--- src/rtl/s_axi_stream_buffer_if.sv ---
// AXI4-Stream bundle between a stream master and s_axi_stream_buffer.
//   tvalid/tdata/tstrb/tlast : master -> slave
//   tready                   : slave  -> master
interface s_axi_stream_buffer_if #(
  parameter int DWIDTH = 32
);
  logic              tvalid;
  logic [DWIDTH-1:0] tdata;
  logic [DWIDTH/8-1:0] tstrb;
  logic              tlast;
  logic              tready;

  modport master (output tvalid, tdata, tstrb, tlast, input tready);
  modport slave  (input tvalid, tdata, tstrb, tlast, output tready);
endinterface

--- src/rtl/s_axi_stream_buffer.sv ---
// Receive-side frame buffer for an AXI4-Stream source. Captures one frame of
// up to 2**BUFSIZE words, reports length / running sum / error flags, and
// holds the frame for random-access reads until the core acks it.
//   clk, xrst    : clock, synchronous active-high reset
//   s            : stream slave port (tvalid/tdata/tstrb/tlast in, tready out)
//   frame_valid  : complete frame held in buffer
//   frame_len    : stored word count (1..WORDS)
//   frame_sum    : sum of stored words mod 2**DWIDTH
//   ovf_err      : frame longer than WORDS, excess beats dropped
//   strb_err     : an accepted, stored beat had a partial strobe
//   rd_addr/data : registered read port, one-cycle latency
//   frame_ack    : release buffer (honoured only while holding)
module s_axi_stream_buffer #(
  parameter int DWIDTH  = 32,
  parameter int BUFSIZE = 4
) (
  input  logic               clk,
  input  logic               xrst,
  s_axi_stream_buffer_if.slave s,
  output logic               frame_valid,
  output logic [BUFSIZE:0]   frame_len,
  output logic [DWIDTH-1:0]  frame_sum,
  output logic               ovf_err,
  output logic               strb_err,
  input  logic [BUFSIZE-1:0] rd_addr,
  output logic [DWIDTH-1:0]  rd_data,
  input  logic               frame_ack
);
  localparam int WORDS = 2**BUFSIZE;

  typedef enum logic [1:0] {S_RECV = 2'd0, S_FLUSH = 2'd1, S_HOLD = 2'd2} state_t;

  state_t             state, state_nxt;
  logic [BUFSIZE-1:0] wr_ptr;
  logic [DWIDTH-1:0]  mem [WORDS];
  logic               accept;
  logic               last_slot;

  assign accept    = s.tvalid && s.tready;
  assign last_slot = (wr_ptr == BUFSIZE'(WORDS-1));

  always_comb begin
    state_nxt   = state;
    s.tready    = 1'b1;
    frame_valid = 1'b0;
    case (state)
      S_RECV: begin
        // tlast wins when it lands on the final slot: clean completion
        if (accept && s.tlast)     state_nxt = S_HOLD;
        else if (accept && last_slot) state_nxt = S_FLUSH;
      end
      S_FLUSH: if (accept && s.tlast) state_nxt = S_HOLD;
      S_HOLD: begin
        s.tready    = 1'b0;
        frame_valid = 1'b1;
        if (frame_ack) state_nxt = S_RECV;
      end
      default: state_nxt = S_RECV;
    endcase
  end

  // Buffer RAM: no reset, written only while receiving
  always_ff @(posedge clk) begin
    if (state == S_RECV && accept) mem[wr_ptr] <= s.tdata;
  end

  always_ff @(posedge clk) begin
    if (xrst) begin
      state     <= S_RECV;
      wr_ptr    <= '0;
      frame_len <= '0;
      frame_sum <= '0;
      ovf_err   <= 1'b0;
      strb_err  <= 1'b0;
      rd_data   <= '0;
    end else begin
      state   <= state_nxt;
      rd_data <= mem[rd_addr];
      case (state)
        S_RECV: if (accept) begin
          frame_sum <= frame_sum + s.tdata;
          wr_ptr    <= wr_ptr + BUFSIZE'(1);
          if (!(&s.tstrb)) strb_err <= 1'b1;
          if (s.tlast) begin
            frame_len <= (BUFSIZE+1)'(wr_ptr) + (BUFSIZE+1)'(1);
          end else if (last_slot) begin
            frame_len <= (BUFSIZE+1)'(WORDS);
            ovf_err   <= 1'b1;
          end
        end
        S_HOLD: if (frame_ack) begin
          wr_ptr    <= '0;
          frame_len <= '0;
          frame_sum <= '0;
          ovf_err   <= 1'b0;
          strb_err  <= 1'b0;
        end
        default: ;
      endcase
    end
  end
endmodule
--- src/flat_wrapper.sv ---
// flat-port wrapper written by rule: the top's interface ports become plain ports
module s_axi_stream_buffer_flat 
#(
  parameter int DWIDTH  = 32,
  parameter int BUFSIZE = 4
)
  (clk, xrst, frame_valid, frame_len, frame_sum, ovf_err, strb_err, rd_addr, rd_data, frame_ack, s_tvalid, s_tdata, s_tstrb, s_tlast, s_tready);
  s_axi_stream_buffer_if #(.DWIDTH(DWIDTH)) s_i ();
  input  logic clk;
  input  logic xrst;
  output logic frame_valid;
  output logic [BUFSIZE:0] frame_len;
  output logic [DWIDTH-1:0] frame_sum;
  output logic ovf_err;
  output logic strb_err;
  input  logic [BUFSIZE-1:0] rd_addr;
  output logic [DWIDTH-1:0] rd_data;
  input  logic frame_ack;
  input wire logic [$bits(s_i.tvalid)-1:0] s_tvalid;
  input wire logic [$bits(s_i.tdata)-1:0] s_tdata;
  input wire logic [$bits(s_i.tstrb)-1:0] s_tstrb;
  input wire logic [$bits(s_i.tlast)-1:0] s_tlast;
  output wire logic [$bits(s_i.tready)-1:0] s_tready;
  assign s_i.tvalid = s_tvalid;
  assign s_i.tdata = s_tdata;
  assign s_i.tstrb = s_tstrb;
  assign s_i.tlast = s_tlast;
  assign s_tready = s_i.tready;
  s_axi_stream_buffer #(.DWIDTH(DWIDTH), .BUFSIZE(BUFSIZE)) u_core (.clk(clk), .xrst(xrst), .s(s_i), .frame_valid(frame_valid), .frame_len(frame_len), .frame_sum(frame_sum), .ovf_err(ovf_err), .strb_err(strb_err), .rd_addr(rd_addr), .rd_data(rd_data), .frame_ack(frame_ack));
endmodule
--- config.mk ---
export PLATFORM = sky130hd
export DESIGN_NAME = s_axi_stream_buffer_flat
export DESIGN_NICKNAME = d
export VERILOG_FILES = /design/src/rtl/s_axi_stream_buffer_if.sv /design/src/rtl/s_axi_stream_buffer.sv /design/src/flat_wrapper.sv
export SDC_FILE = /design/constraint.sdc
export NUM_CORES = 1
export LEC_CHECK = 0
export CORE_ASPECT_RATIO = 1.75
export CORE_MARGIN = 2
export CORE_UTILIZATION = 62
export DETAILED_ROUTE_END_ITERATION = 10
export PLACE_DENSITY = 0.85
export SKIP_LAST_GASP = 1
export SLEW_MARGIN = 20
export SYNTH_ARGS = -nofsm -noshare
export SYNTH_HDL_FRONTEND = slang
export SYNTH_SLANG_ARGS = --single-unit
--- constraint.sdc ---
create_clock -name clk -period 9 [get_ports clk]
set_input_delay 1.8 -clock clk [delete_from_list [all_inputs] [get_ports clk]]
set_output_delay 1.8 -clock clk [all_outputs]
set_load 0.02 [all_outputs]
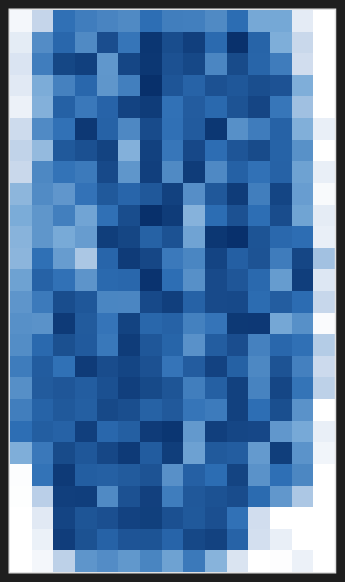
Run 1: cell density map
15 x 26 tiles, from white (low) to dark blue (high), 0 to 100% covered.
The emptiest ninth of the die: bottom right. 5.6% of the tiles are nearly empty. 51% of the tiles are over 75% full. The mean over all tiles is 67%. The fullest tile reaches 100%.
core area: 0.0374 mm2
Final Util: 71.8%

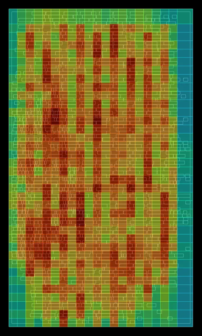
Run 1: routing congestion
M2 GR Usage: 50.5%
Top Usage Layer GRT: met2
met3 usage: 4.35%
routed wire length per instance: 30.7 um

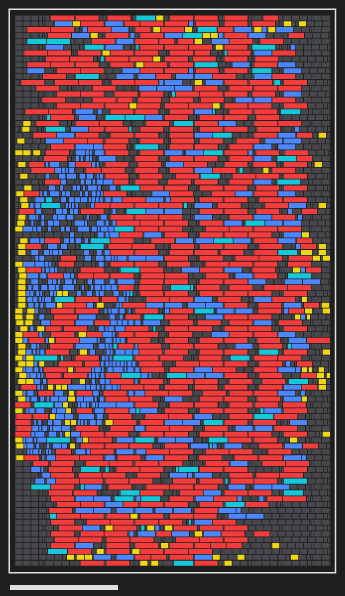
Run 1: cells colored by class
Bar = 50 um. Fill, decap, tap and diode cells in gray.
Cyan stands for clock drivers and dummy loads, cells 87, share of their area 6.4%. Yellow stands for other buffers and delay cells, cells 141, share of their area 5.1%. Blue stands for combinational and other logic, cells 560, share of their area 24%. Red stands for flops, cells 589, share of their area 64%.
design area: 0.0269 mm2
std cell rows: 94
sequential cell area share: 63.0%

==> changes_impl.md, run 1 <==
### Implementation results

- Fmax achieved: 206 MHz
- Fin crit share: 53.9%
- Clock buffer depth: 3
- Type of the worst min-delay path: register to register
- Crit path kind: primary input to register
- Clk latency late pin: 0.58 ns
- # Cells Yosys: 1203
- Synth async-reset ratio: 0%
- Reg power frac: 51.7%
- Area leader share: 65.9%
- Worst Skew: 0.0174 ns
- Critical R2R Capture: u_core.frame_sum[27]
- Initial DRC count: 1549
- Combinational share of power: 10.0%
- Clock transition at path regs: 0.07 ns
- Syn Inst Count: 1203
- Crit path from: s_tdata[8]
- Antenna Nets Post-Route: 0
- Status: completed
- MaxCap Viol Count: 0
- Setup TNS: 0 ns
- Share of layout cells above drive strength 1: 21.0%
- CP Launch Type: primary input
- Die X: 151 um
- Antenna violations before repair: 2
- Top cells by area: edfxtp_1, mux4_2, dfxtp_1, ha_1, nor2b_1
- Total global-route track usage: 29.9%
- GP Congestion: 0.932
- Hold Crit Start: u_core.frame_sum[25]
- FP Core Util: 62.4%
- Yosys simple share: 3.74%
- Pre-CTS WS: 3.72 ns
- Worst EP required: 9.46 ns
- Syn Area/Cell: 19.4 um2
- Cell Pwr Density: 221 mW/mm2
- First-pass GRT wire length: 83400 um
- Htree depth: 2
- Number of synthesized flops with an enable pin: 512
- Routed via count: 12700
- Top Ports: 118
- Via density per instance: 6.85
- Post-Synth XOR/XNOR Area: 0.975%
- # DRC: 0
- Top cells by count: edfxtp_1, mux4_2, dfxtp_1
- Hold buffer count at cts: 0
- Ys flops: 589
- Net Sw Frac: 22.4%
- Pleak: 8.86 nW
- NetSw: 0.00133 W
- Pin count of the biggest net entering global routing: 86
- Worst hold endpoint: u_core.frame_sum[25]
- Top logic family: multiplexers
- Synth top cell by count: edfxtp_1
- Post-layout min period: 4.85 ns
- Clock root buffer: clkbuf_16
- Vias in the first global route: 13100
- Least-Margin Pin Slew: 1.04 ns
- RSZ-0062 raised after global routing: no
- Dpl hpwl: 31100 um
- Die y size: 261 um
- Setup bufs post-CTS: 0
- DRT Pass-1 Iters: 6
- AO/OA Area Share: 4.22%
- Relative slew slack: 30.9%
- Die area: 0.0393 mm2
- Synth Warn #: 0
- Final setup margin: 4.15 ns
- Worst endpoint data arrival time: 5.32 ns
- Final Max Slew Viols: 0
- Dominant cell type by area after synthesis: edfxtp_1
- Synth-to-layout area growth: 15.1%
- Syn nets: 1284
- Reg2reg start: u_core.frame_sum[3]
- CTS tree: yes
- Total tool warning count: 29
- Clock Power Share: 38.3%
- Final-report hold violation count: 0
- Synth unique cells: 60
- Internal power: 0.00460 W
- Seq/Total Area, Yosys: 72.5%
- Fillers: 2149
- VDD IR max: 0.198 mV
- Setup violators final: 0
- Worst setup EP type: register
- Synthesized area: 0.0233 mm2
- Most used flip-flop cell: edfxtp_1
- Hold Path Cell Cnt: 2
- Worst-path maximum fanout: 17
- Yosys stat chip area: 0.0233 mm2
- Mux area share: 15.5%
- GRT Residual Overflow: 0
- R2R setup slack: 5.83 ns
- CTS buffer count: 49
- FA/HA/MAJ Cells, Area Fraction: 1.96%
- Post-Route WL: 57000 um
- Clk sinks: 589
- R2R depth: 10
- CTS resizes: 0
- Nets: 1422
- Port bufs: 117
==> run 1: sequential cells by signal (all words and copies together) (netlist names) <==
signal and flops:
u_core.strb_err 1, u_core.frame_sum 32, u_core.frame_len 5, u_core.mem 512, u_core.wr_ptr 4, u_core.ovf_err 1, u_core.rd_data 32, u_core.state 2
==> run 1: cell type report <==
type	instances	area (um2)	share of cell area, %
Sequential cell	589	16900	63.0
Multi-Input combinational cell	549	6280	23.4
Timing Repair Buffer	141	1340	4.98
Inverter	11	41.3	0.154
Clock inverter	31	435	1.62
Tap cell	480	601	2.24
Clock buffer	56	1250	4.66
Antenna cell	1	2.50	0.00931
==> run 1: layer usage <==
layer,track usage (%),wire (um),up-vias
met1,39.4,19900,6525
met5,0,0,-
met2,50.5,29700,876
met3,4.35,4980,160
li1,-,-,5172
met4,12.3,2320,0
==> run 1: how the worst max path moves through the flow <==
| stage | to | depth (start not counted) |
|---|---|---|
| 2_1_floorplan | u_core.mem[0][0] | 5 |
| 3_3_place_gp | u_core.frame_sum[27] | 10 |
| 3_5_place_dp | u_core.frame_sum[27] | 11 |
| 4_1_cts | u_core.frame_sum[27] | 10 |
| 5_1_grt | u_core.frame_sum[23] | 11 |
| 6_report | u_core.frame_sum[27] | 10 |
==> run 1: worst max-delay path, stage by stage <==
cell	delay, ns
clkdlybuf4s50_1	0.88
ha_1	0.42
and3_1	0.23
a221o_1	0.42
o21ai_1	0.40
a211oi_1	0.18
o21a_1	0.25
o21a_1	0.19
or3_1	0.31
a32o_1	0.24
==> run 1: metrics by stage <==
stage / cells / power (W) / util (%) / area, um2 / hold slack, ns
finish: 1858 / 0.00593 / 71.8 / 26900 / 0.502
floorplan: 1203 / 0.00347 / - / 23300 / 0.460
global placement: 1770 / 0.00368 / 67.3 / 25200 / 0.474
global route: 1858 / 0.00607 / 71.8 / 26900 / 0.517
CTS: 1857 / 0.00594 / 71.8 / 26900 / 0.497
detailed placement: 1770 / 0.00370 / 67.3 / 25200 / 0.481
==> run 1: cell families (layout without fill, tap and decap cells) <==
kind of cell	after synthesis	after routing
adder cells (fa/ha/maj)	36	36
buffers and inverters	65	239
flip-flops	589	589
AND/OR/NAND/NOR	180	180
multiplexers	162	162
AND-OR/OR-AND	145	145
other	0	1
XOR/XNOR	26	26
==> run 1: power by group through the flow <==
stage | clock (W) | sequential [W] | combinational (W)
2_1_floorplan | 0 | 0.00315 | 0.000325
3_3_place_gp | 0 | 0.00312 | 0.000569
3_5_place_dp | 0 | 0.00312 | 0.000585
4_1_cts | 0.00228 | 0.00306 | 0.000593
5_1_grt | 0.00237 | 0.00307 | 0.000636
6_report | 0.00227 | 0.00306 | 0.000596
==> run 1: cells in the final DEF (no fill, tap or decap), drive strengths merged, types with 4 or more instances in the layout <==
cell,count
a22oi,14
clkinv,20
mux4,160
a211oi,4
edfxtp,512
clkbuf,56
nand3,9
nor2,58
inv,11
clkdlybuf4s50,112
a21oi,35
buf,29
o21ai,31
and3,6
nand2b,6
bufinv,11
ha,35
a32oi,4
nand2,40
nor2b,37
a21o,20
nor3,7
xnor2,14
o21a,6
dfxtp,77
and2,5
xor2,12
Run 1, signal wires on met4:
Bar = 50 um. Supply wires on this layer in gray.
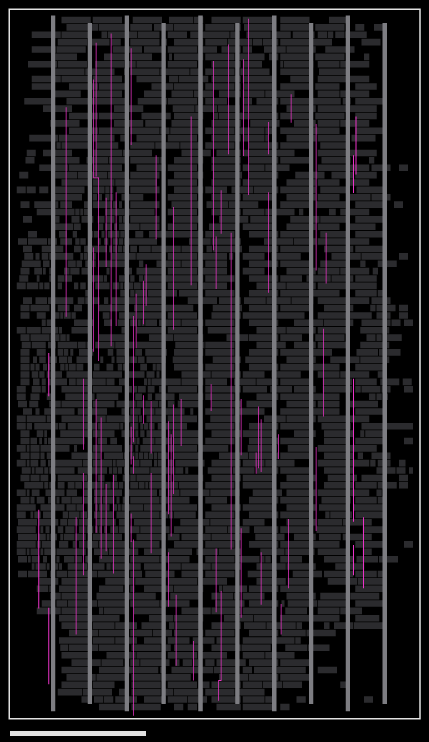

## Run 2: what changed since run 1
Settings changed: CORE_UTILIZATION 62 to 54, PLACE_DENSITY 0.85 to 0.79.
Clock period 9 ns to 4.3 ns, I/O delays scaled along.
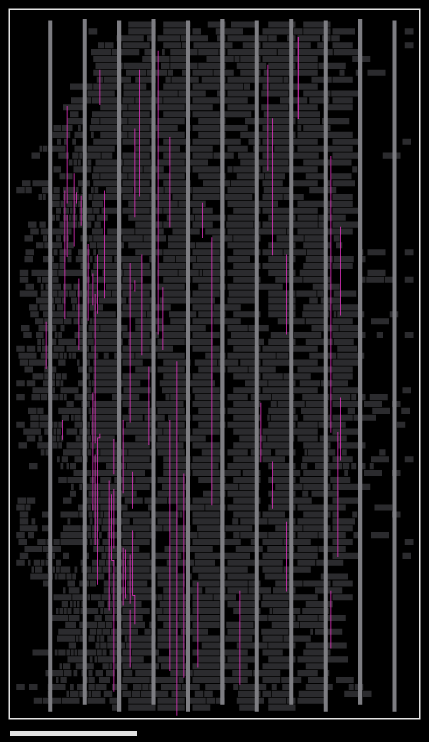
Run 2: signal wires on met4
Bar = 50 um. Supply wires on this layer in gray.
The wires run mostly vertical. The layer carries 2220 um of wire. 33 nets have wire on it. The layer holds 4.0% of the routed length. The longest straight run is 139 um.
routed via count: 12500
Post-Route WL: 55000 um

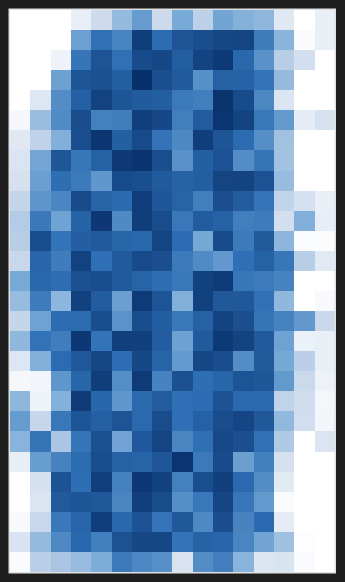
Run 2: cell density map
16 x 28 tiles, from white (low) to dark blue (high), 0 to 100% covered.
The mean over all tiles is 59%. The fullest tile reaches 100%. 42% of the tiles are over 75% full. 9.2% of the tiles are nearly empty.
core area: 0.0427 mm2
FP Core Util: 54.7%
Final Util: 63.8%

==> changes_impl.md, run 2 <==
### Implementation results

- Die y size: 279 um (was 261 um)
- CTS buffer count: 49 (unchanged)
- Reg power frac: 52.6% (was 51.7%)
- Worst hold endpoint: u_core.frame_sum[23] (was u_core.frame_sum[25])
- Synth unique cells: 60 (unchanged)
- Hold buffer count at cts: 0 (unchanged)
- Clk latency late pin: 0.57 ns (was 0.58 ns)
- Seq/Total Area, Yosys: 72.5% (unchanged)
- Internal power: 0.00944 W (was 0.00460 W)
- Flip-flop count of the largest register after layout: 512 (unchanged)
- Setup TNS: 0 ns (unchanged)
- Critical R2R Capture: u_core.frame_sum[27] (unchanged)
- Crit path kind: primary input to register (unchanged)
- Pin count of the biggest net entering global routing: 65 (was 86)
- Synthesized area: 0.0233 mm2 (unchanged)
- CTS resizes: 0 (unchanged)
- Nets: 1456 (was 1422)
- Type of the worst min-delay path: register to register (unchanged)
- DRT Pass-1 Iters: 5 (was 6)
- Clk sinks: 589 (unchanged)
- GP Congestion: 0.896 (was 0.932)
- R2R depth: 10 (unchanged)
- Cell Pwr Density: 447 mW/mm2 (was 221 mW/mm2)
- Syn Area/Cell: 19.4 um2 (unchanged)
- Top flop regs: u_core.mem x512, u_core.frame_sum x32, u_core.rd_data x32 (unchanged)
- Combinational share of power: 10.3% (was 10.0%)
- Worst Skew: 0.0157 ns (was 0.0174 ns)
- Total tool warning count: 29 (unchanged)
- VDD IR max: 0.315 mV (was 0.198 mV)
- Synth async-reset ratio: 0% (unchanged)
- # Cells Yosys: 1203 (unchanged)
- Top cells by area: edfxtp_1, mux4_2, dfxtp_1, ha_1, nor2b_1 (unchanged)
- Top Ports: 118 (unchanged)
- Top cells by count: edfxtp_1, mux4_2, dfxtp_1 (unchanged)
- Share of layout cells above drive strength 1: 22.7% (was 21.0%)
- First-pass GRT wire length: 81100 um (was 83400 um)
- Clock buffer depth: 3 (unchanged)
- Worst endpoint data arrival time: 4.06 ns (was 5.32 ns)
- GRT Residual Overflow: 0 (unchanged)
- MaxCap Viol Count: 0 (unchanged)
- Clock Power Share: 37.1% (was 38.3%)
- Worst-path maximum fanout: 8 (was 17)
- RSZ-0062 raised after global routing: no (unchanged)
- Top cells excl fill/tap: edfxtp_1, mux4_2, clkdlybuf4s50_1 (unchanged)
- Htree depth: 2 (unchanged)
- Fmax achieved: 277 MHz
- Most used flip-flop cell: edfxtp_1 (unchanged)
- NetSw: 0.00272 W (was 0.00133 W)
- Setup violators final: 0 (unchanged)
- Area leader share: 65.9% (unchanged)
- Dominant cell type by area after synthesis: edfxtp_1 (unchanged)
- R2R setup slack: 1.12 ns (was 5.83 ns)
- Dpl hpwl: 30600 um (was 31100 um)
- Largest register by flop count: u_core.mem (unchanged)
- Std cell rows: 100 (was 94)
- Yosys stat chip area: 0.0233 mm2 (unchanged)
- Worst EP required: 4.75 ns (was 9.46 ns)
- Least-Margin Pin Slew: 0.928 ns (was 1.04 ns)
- Total global-route track usage: 24.7% (was 29.9%)
- Hold Path Cell Cnt: 2 (unchanged)
- Initial DRC count: 1248 (was 1549)
- Syn Inst Count: 1203 (unchanged)
- # DRC: 0 (unchanged)
- Synth top cell by count: edfxtp_1 (unchanged)
- Cell count after placement: 1885 (was 1770)
- Ys flops: 589 (unchanged)
- Antenna Nets Post-Route: 0 (unchanged)
- Die area: 0.0450 mm2 (was 0.0393 mm2)
- Synth Warn #: 0 (unchanged)
- Final Max Slew Viols: 0 (unchanged)
- Clock root buffer: clkbuf_16 (unchanged)
- Top cell excl fill/tap: edfxtp_1 (unchanged)
- Pleak: 9.00 nW (was 8.86 nW)
- Worst setup EP type: register (unchanged)
- Port bufs: 117 (unchanged)
- Vias in the first global route: 12800 (was 13100)
- Setup bufs post-CTS: 0 (unchanged)
- Synth-to-layout area growth: 16.6% (was 15.1%)
- Clock transition at path regs: 0.06 ns (was 0.07 ns)
- Post-layout min period: 3.62 ns
- Final-report hold violation count: 0 (unchanged)
- CP Launch Type: primary input (unchanged)
- Antenna violations before repair: 0 (was 2)
- Reg2reg start: u_core.frame_sum[4] (was u_core.frame_sum[3])
- Syn nets: 1284 (unchanged)
- Fin crit share: 84.1%
- Status: completed (unchanged)
- Via density per instance: 6.34 (was 6.85)
- Net Sw Frac: 22.4% (about the same)
- Hold Crit Start: u_core.frame_sum[23] (was u_core.frame_sum[25])
- Die X: 161 um (was 151 um)
- Number of synthesized flops with an enable pin: 512 (unchanged)
- CTS tree: yes (unchanged)
- Relative slew slack: 37.4% (was 30.9%)
- Routed wire length per instance: 27.8 um (was 30.7 um)
- Final Non-Filler Cells: 1975 (was 1858)
run 2: cell counts after synthesis:
No cell type changed its count.
run 2: through the flow:
stage / hold slack [ns] / cell area [um2] / util, % / worst slack (ns) / total power [W]
after global placement: 0.470 / 25600 / 60.0 / 0.197 / 0.00773
after CTS: 0.476 / 27200 / 63.8 / 0.762 / 0.0122
after global routing: 0.509 / 27200 / 63.8 / 0.580 / 0.0125
after floorplan: 0.460 / 23300 / - / 0.0317 / 0.00727
after detailed placement: 0.465 / 25600 / 60.0 / 0.185 / 0.00776
final: 0.476 / 27200 / 63.8 / 0.684 / 0.0122
run 2: kinds of logic after synthesis:
kind of cell | after synthesis | synth area share [%]
flops | 589 | 72.5
simple gates | 180 | 3.74
mux | 162 | 15.5
compound gates | 145 | 4.22
buf+inv | 65 | 1.10
fa+ha+maj | 36 | 1.96
xor+xnor | 26 | 0.975
run 2: area by class of cell:
cell class	instances	area [um2]
flip-flops and latches	589	16900
clock buffers	65	1370
repair buffers	175	1640
well taps	561	702
fillers	2729	15500
clock inverters	24	258
inverters	11	41.3
multi-input cells	549	6280
diodes	1	2.50
run 2: power by group through the flow:
stage	clock network (W)	registers, W	logic, W
after global routing	0.00475	0.00640	0.00135
final	0.00451	0.00639	0.00126
after global placement	0	0.00651	0.00122
after CTS	0.00457	0.00639	0.00126
after floorplan	0	0.00659	0.000680
after detailed placement	0	0.00652	0.00125
run 2: worst max-delay path by stage:
stage / cells after the start / to / from / slack, ns
finish: 11 / u_core.frame_sum[27] / s_tdata[17] / 0.68
global route: 11 / u_core.frame_sum[27] / s_tdata[3] / 0.58
CTS: 11 / u_core.frame_sum[27] / s_tdata[3] / 0.76
detailed placement: 11 / u_core.frame_sum[27] / s_tdata[3] / 0.18
global placement: 11 / u_core.frame_sum[27] / s_tdata[3] / 0.20
floorplan: 5 / u_core.mem[0][0] / s_tvalid / 0.03
run 2: per-layer routing:
layer,GRT usage [%],share of wire (%),vias to the layer above,wire length [um]
li1,-,-,5244,-
met2,43.5,52,741,28900
met5,0,0,-,0
met1,31.3,36,6400,19600
met4,9.87,4.0,0,2220
met3,3.18,7.9,139,4320
run 2: worst max-delay path: stages:
cell	delay (ns)
clkdlybuf4s50_1	0.62
ha_1	0.49
a21oi_1	0.19
o21ai_0	0.15
a221oi_2	0.36
nor2b_1	0.09
o31a_1	0.27
o21a_1	0.25
o21a_1	0.20
or3_1	0.31
a32o_1	0.26
Power figures rest on the tool's default switching activity, not on a simulated workload.
